==> images/final_placement.png <==
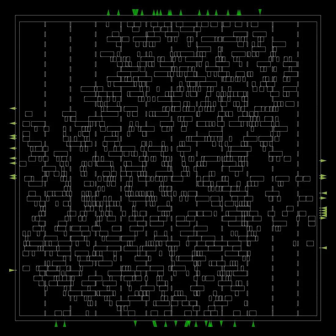
==> images/pins.png <==
Scale: 3 px per um. Pins as bars across the die edge, other pins in grey.
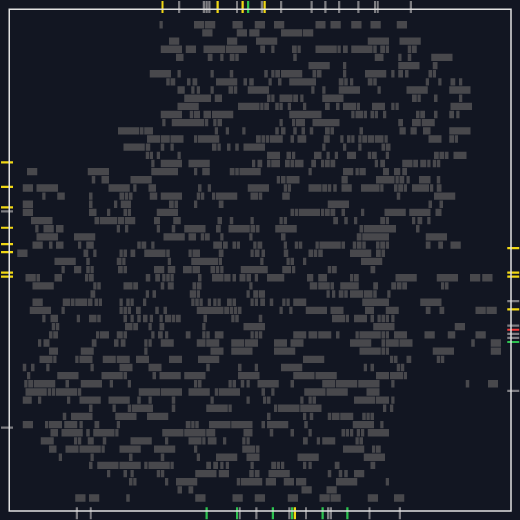
[config.mk]
export PLATFORM = sky130hd
export DESIGN_NAME = disc_sqrt_seq
export DESIGN_NICKNAME = d
export VERILOG_FILES = /design/src/rtl/disc_sqrt_seq.sv
export SDC_FILE = /design/constraint.sdc
export NUM_CORES = 1
export LEC_CHECK = 0
export ABC_AREA = 1
export CORE_MARGIN = 2
export CORE_UTILIZATION = 25
export CTS_CLUSTER_DIAMETER = 200
export DETAILED_ROUTE_END_ITERATION = 12
export PLACE_DENSITY = 0.38
export SLEW_MARGIN = 20
export SYNTH_ARGS = -nofsm -noshare
export SYNTH_HDL_FRONTEND = slang
export SYNTH_SLANG_ARGS = --single-unit
[constraint.sdc]
create_clock -name clk -period 9 [get_ports clk]
set_clock_uncertainty 0.1 [all_clocks]
set_input_delay 1.8 -clock clk [delete_from_list [all_inputs] [get_ports clk]]
set_output_delay 1.8 -clock clk [all_outputs]
set_load 0.03 [all_outputs]
[src/rtl/disc_sqrt_seq.sv]
// Sequential discriminant d = b*b - 4*c with a bit-serial restoring square root of |d|.
// One sqrt iteration per cycle; the result is handed off through a valid/ready handshake.
module disc_sqrt_seq #(
   parameter int W = 8
) (
   input  logic           clk,
   input  logic           rst_n,
   input  logic           in_valid,
   output logic           in_ready,
   input  logic [W-1:0]   b_in,
   input  logic [W-1:0]   c_in,
   output logic           out_valid,
   input  logic           out_ready,
   output logic [W-1:0]   b_out,
   output logic [2*W:0]   disc,
   output logic           disc_neg,
   output logic [W-1:0]   root_mag,
   output logic           exact
);

   localparam int CW = (W > 1) ? $clog2(W) : 1;

   typedef enum logic [1:0] {
      IDLE = 2'd0,
      CALC = 2'd1,
      OUT  = 2'd2
   } state_t;

   state_t            state_q;
   logic              in_ready_q;
   logic              out_valid_q;
   logic [W-1:0]      b_q;
   logic [2*W:0]      disc_q;
   logic              disc_neg_q;
   logic [W-1:0]      root_mag_q;
   logic              exact_q;
   logic [2*W-1:0]    rad_q;
   logic [W-1:0]      root_q;
   logic [W+1:0]      rem_q;
   logic [CW-1:0]     cnt_q;

   logic signed [2*W:0] b_ext;
   logic signed [2*W:0] c4_ext;
   logic signed [2*W:0] d_full;
   logic [2*W-1:0]      d_abs;
   logic [W+3:0]        rem_shift;
   logic [W+3:0]        trial;
   logic                take;
   logic [W+1:0]        rem_d;
   logic [W-1:0]        root_d;

   // Discriminant is exact in 2W+1 bits, so |d| always fits the 2W-bit radicand
   always_comb begin
      b_ext  = {{(W+1){b_in[W-1]}}, b_in};
      c4_ext = {{(W-1){c_in[W-1]}}, c_in, 2'b00};
      d_full = b_ext * b_ext - c4_ext;
      d_abs  = d_full[2*W] ? (2*W)'(-d_full) : (2*W)'(d_full);
   end

   always_comb begin
      rem_shift = {rem_q, rad_q[2*W-1 -: 2]};
      trial     = {2'b00, root_q, 2'b01};
      take      = (rem_shift >= trial);
      rem_d     = take ? (W+2)'(rem_shift - trial) : (W+2)'(rem_shift);
      root_d    = {root_q[W-2:0], take};
   end

   always_ff @(posedge clk) begin
      if (!rst_n) begin
         state_q     <= IDLE;
         in_ready_q  <= 1'b1;
         out_valid_q <= 1'b0;
         b_q         <= '0;
         disc_q      <= '0;
         disc_neg_q  <= 1'b0;
         root_mag_q  <= '0;
         exact_q     <= 1'b0;
         rad_q       <= '0;
         root_q      <= '0;
         rem_q       <= '0;
         cnt_q       <= '0;
      end else begin
         case (state_q)
            IDLE: begin
               if (in_valid) begin
                  b_q        <= b_in;
                  disc_q     <= d_full;
                  disc_neg_q <= d_full[2*W];
                  rad_q      <= d_abs;
                  root_q     <= '0;
                  rem_q      <= '0;
                  cnt_q      <= CW'(W-1);
                  in_ready_q <= 1'b0;
                  state_q    <= CALC;
               end
            end
            CALC: begin
               rad_q  <= {rad_q[2*W-3:0], 2'b00};
               rem_q  <= rem_d;
               root_q <= root_d;
               if (cnt_q == '0) begin
                  root_mag_q  <= root_d;
                  exact_q     <= (rem_d == '0);
                  out_valid_q <= 1'b1;
                  state_q     <= OUT;
               end else begin
                  cnt_q <= cnt_q - 1'b1;
               end
            end
            OUT: begin
               if (out_ready) begin
                  out_valid_q <= 1'b0;
                  in_ready_q  <= 1'b1;
                  state_q     <= IDLE;
               end
            end
            default: begin
               state_q     <= IDLE;
               in_ready_q  <= 1'b1;
               out_valid_q <= 1'b0;
            end
         endcase
      end
   end

   assign in_ready  = in_ready_q;
   assign out_valid = out_valid_q;
   assign b_out     = b_q;
   assign disc      = disc_q;
   assign disc_neg  = disc_neg_q;
   assign root_mag  = root_mag_q;
   assign exact     = exact_q;

endmodule

==> flow.log <==
[report] extracting results
INFO  metric tritoncts = yes
INFO  metric yosys.cell_types.count = 48
INFO  metric crit_path_end_kind = flop
INFO  metric dp_cells = 1258
INFO  metric synth_top_flop_cell = sky130_fd_sc_hd__dfxtp_1
INFO  metric antenna_cells_inserted = 0
INFO  metric mi_logic_area = 0.004357 mm^2
INFO  metric synth.yosys.num_cells = 898
INFO  metric asyncSetResetFlopFracSynth = 0%
INFO  metric achievable-frequency = 135.4 MHz
INFO  metric hold_depth = 2
INFO  metric final_wirelength = 17190 um
INFO  metric cts.reportedPaths.clkPinSlew = 0.06 ns
INFO  metric worst_ep_required = 9.09 ns
INFO  metric global_route.overflow_total = 0
INFO  metric post_cts_resized = 0
INFO  metric crit_fanout = 10
INFO  metric coreArea = 0.02606 mm^2
INFO  metric fp_util = 25.41%
INFO  metric first_pass_grt_wire_length = 30390 um
INFO  metric final_layout_size_suffix_gt1_share = 5.431%
INFO  metric setup-tns-final = 0 ns
INFO  metric clkSinkCount = 73
INFO  metric synth.ff_latch_count = 73
INFO  metric tightest_slew = 0.9126 ns
INFO  metric ys_area = 0.006623 mm^2
INFO  metric hpwl = 13150 um
INFO  metric timing.setup.critical_path_class = in2reg
INFO  metric postCtsSetupBuffers = 0
INFO  metric cts.htree.levels = 3
INFO  metric ioPinCount = 57
INFO  metric first_drt_pass_iteration_count = 5
INFO  metric final_hold_viol_count = 0
INFO  metric slew-limit-headroom = 39.16%
INFO  metric dr_wl_met2 = 7520 um
INFO  metric worstSetupStartpointType = input pin
INFO  metric vias_in_the_first_global_route = 5962
INFO  metric worstReg2RegEnd = rad_q[12]
INFO  metric post-route-period-util = 82.06%
INFO  metric layout_top_cells_excl_fill_tap = sky130_fd_sc_hd__nand2_1 (213), sky130_fd_sc_hd__inv_1 (162), sky130_fd_sc_hd__nor2_1 (73), sky130_fd_sc_hd__dfxtp_1 (73), sky130_fd_sc_hd__a21oi_1 (61)
INFO  metric via_per_inst = 4.308
INFO  metric routedWlPerCell = 13.49 um
INFO  metric post_synthesis_mean_instance_area = 7.375 um^2
INFO  metric drt-met1-wl = 9116 um
INFO  metric ys_seq_share = 22.07%
INFO  metric final_area = 0.007797 mm^2
INFO  metric global_route.usage.total = 13.55%
INFO  metric data_arrival_at_the_endpoint_of_the_critical_path = 7.47 ns
INFO  metric ctsLongestPathBuffers = 2
INFO  metric slew_violations = 0
INFO  metric finalSetupViolations = 0
INFO  metric maxCapViolCount = 0
INFO  metric hp-class = reg2reg
INFO  metric drtIter0Drc = 234
INFO  metric highest_count_logic_cell_in_the_final_layout = sky130_fd_sc_hd__nand2_1
INFO  metric route.detailed.drc = 0
INFO  metric postLayoutCoreUtil = 29.92%
INFO  metric cts_made_buffers = 9
INFO  metric antenna_found_initial = 0
INFO  metric largest_net_degree_at_the_start_of_global_routing = 47
INFO  metric gpl.final_weighted_congestion = 0.7547
INFO  metric holdPathEnd = root_mag[1]
INFO  metric clock_latency = 0.35 ns
INFO  metric r2r_slack = 6.43 ns
INFO  metric yosys_warnings = 0
INFO  metric layout_area_overhead = 17.74%
INFO  metric number_of_standard_cells_after_synthesis = 898
INFO  metric finalWorstSetupSlack = 1.615 ns
INFO  metric routed.top_layer = met4
INFO  metric reg2regPathDepth = 9
INFO  metric tool_warnings = 30
INFO  metric number_of_synthesized_flops_with_an_enable_pin = 0
INFO  metric status = completed
INFO  metric hold_buffers = 0
INFO  metric vias = 5489
INFO  metric setup_repair_after_global_routing_missed_its_margin = false
INFO  metric netlist_area = 0.006623 mm^2
INFO  metric final.min_clock_period = 7.385 ns
About final_placement.png:
Filler Cells Inserted: 2849
post-route insts no fill: 1274
Seq Cell Count: 73
number of tap cells added at floorplan: 335
Site Rows: 59

About pins.png:
`rst_n` -> red  # pins 1, direction input, edge right
`disc` -> yellow  # pins 17, direction output, edge 8 left, 4 top, 4 right, 1 bottom
`b_out` -> green  # pins 8, direction output, edge 6 bottom, 1 top, 1 right
all pins by edge = 19 top, 17 bottom, 11 right, 10 left
count of buffers inserted at the top-level ports: 55
width of the die: 166.8 um
DIE HEIGHT: 166.8 um

[per-layer routing]
| metal | global-route usage, % | vias up |
|---|---|---|
| met5 | 0 | - |
| met4 | 3.936 | 0 |
| met3 | 1.568 | 9 |
| met2 | 21.74 | 65 |
| met1 | 19.19 | 2543 |
| li1 | - | 2872 |
[worst max-delay path: stages]
cell	delay [ns]
sky130_fd_sc_hd__clkdlybuf4s50_1	0.86
sky130_fd_sc_hd__nand2_1	0.20
sky130_fd_sc_hd__inv_1	0.13
sky130_fd_sc_hd__fa_1	0.42
sky130_fd_sc_hd__fa_1	0.48
sky130_fd_sc_hd__fa_1	0.49
sky130_fd_sc_hd__inv_1	0.06
sky130_fd_sc_hd__fa_1	0.53
sky130_fd_sc_hd__inv_1	0.05
sky130_fd_sc_hd__ha_1	0.28
sky130_fd_sc_hd__ha_1	0.29
sky130_fd_sc_hd__fa_1	0.59
sky130_fd_sc_hd__nor2_1	0.14
sky130_fd_sc_hd__nand3_1	0.17
sky130_fd_sc_hd__nor2_1	0.13
sky130_fd_sc_hd__nand3_1	0.08
sky130_fd_sc_hd__nor2_1	0.19
sky130_fd_sc_hd__nand3_1	0.11
sky130_fd_sc_hd__nor2_1	0.10
sky130_fd_sc_hd__nand3_1	0.09
sky130_fd_sc_hd__nand3_1	0.09
sky130_fd_sc_hd__nand3_1	0.08
sky130_fd_sc_hd__nand2_1	0.07
sky130_fd_sc_hd__a21oi_1	0.05
[cells in the mapped netlist, drive strengths merged (12+ instances only)]
library cell / instances / area [um^2]
buf: 13 / 95.08
clkbuf: 21 / 78.83
fa: 59 / 1181
a21oi: 64 / 339.1
dfxtp: 73 / 1461
o21ai: 34 / 185.2
nand3: 44 / 277.8
ha: 53 / 663.1
inv: 167 / 626.9
o211ai: 12 / 90.09
nor2: 77 / 304.0
nand2: 218 / 835.8
[registers in the layout, summed over array words and instances (netlist names)]
name       flops
root_mag       8
b_out          8
in_ready       1
rad_q         16
cnt_q          3
rem_q         10
root_q         8
exact          1
out_valid      1
state_q        2
disc          15
[worst max path at each step]
stage | startpoint | to | cells past startpoint
2_1_floorplan | b_in[1] | rad_q[14] | 22
3_3_place_gp | b_in[0] | rad_q[15] | 24
3_5_place_dp | b_in[0] | rad_q[15] | 24
4_1_cts | b_in[0] | rad_q[15] | 24
5_1_grt | b_in[0] | rad_q[15] | 24
6_report | b_in[0] | rad_q[15] | 24
[area by class of cell]
class | instances | share of cell area [%]
Multi-Input combinational cell | 623 | 55.87
Sequential cell | 73 | 18.74
Inverter | 168 | 8.151
Timing Repair Buffer | 59 | 7.445
Tap cell | 335 | 5.375
Clock buffer | 10 | 2.936
Clock inverter | 6 | 1.476
[cell families after synthesis]
family	synth area share, %
other	0.05662
buffers and inverters	12.22
XOR/XNOR	2.380
adder cells (fa/ha/maj)	27.85
AND-OR/OR-AND	11.43
AND/OR/NAND/NOR	23.99
flip-flops	22.07
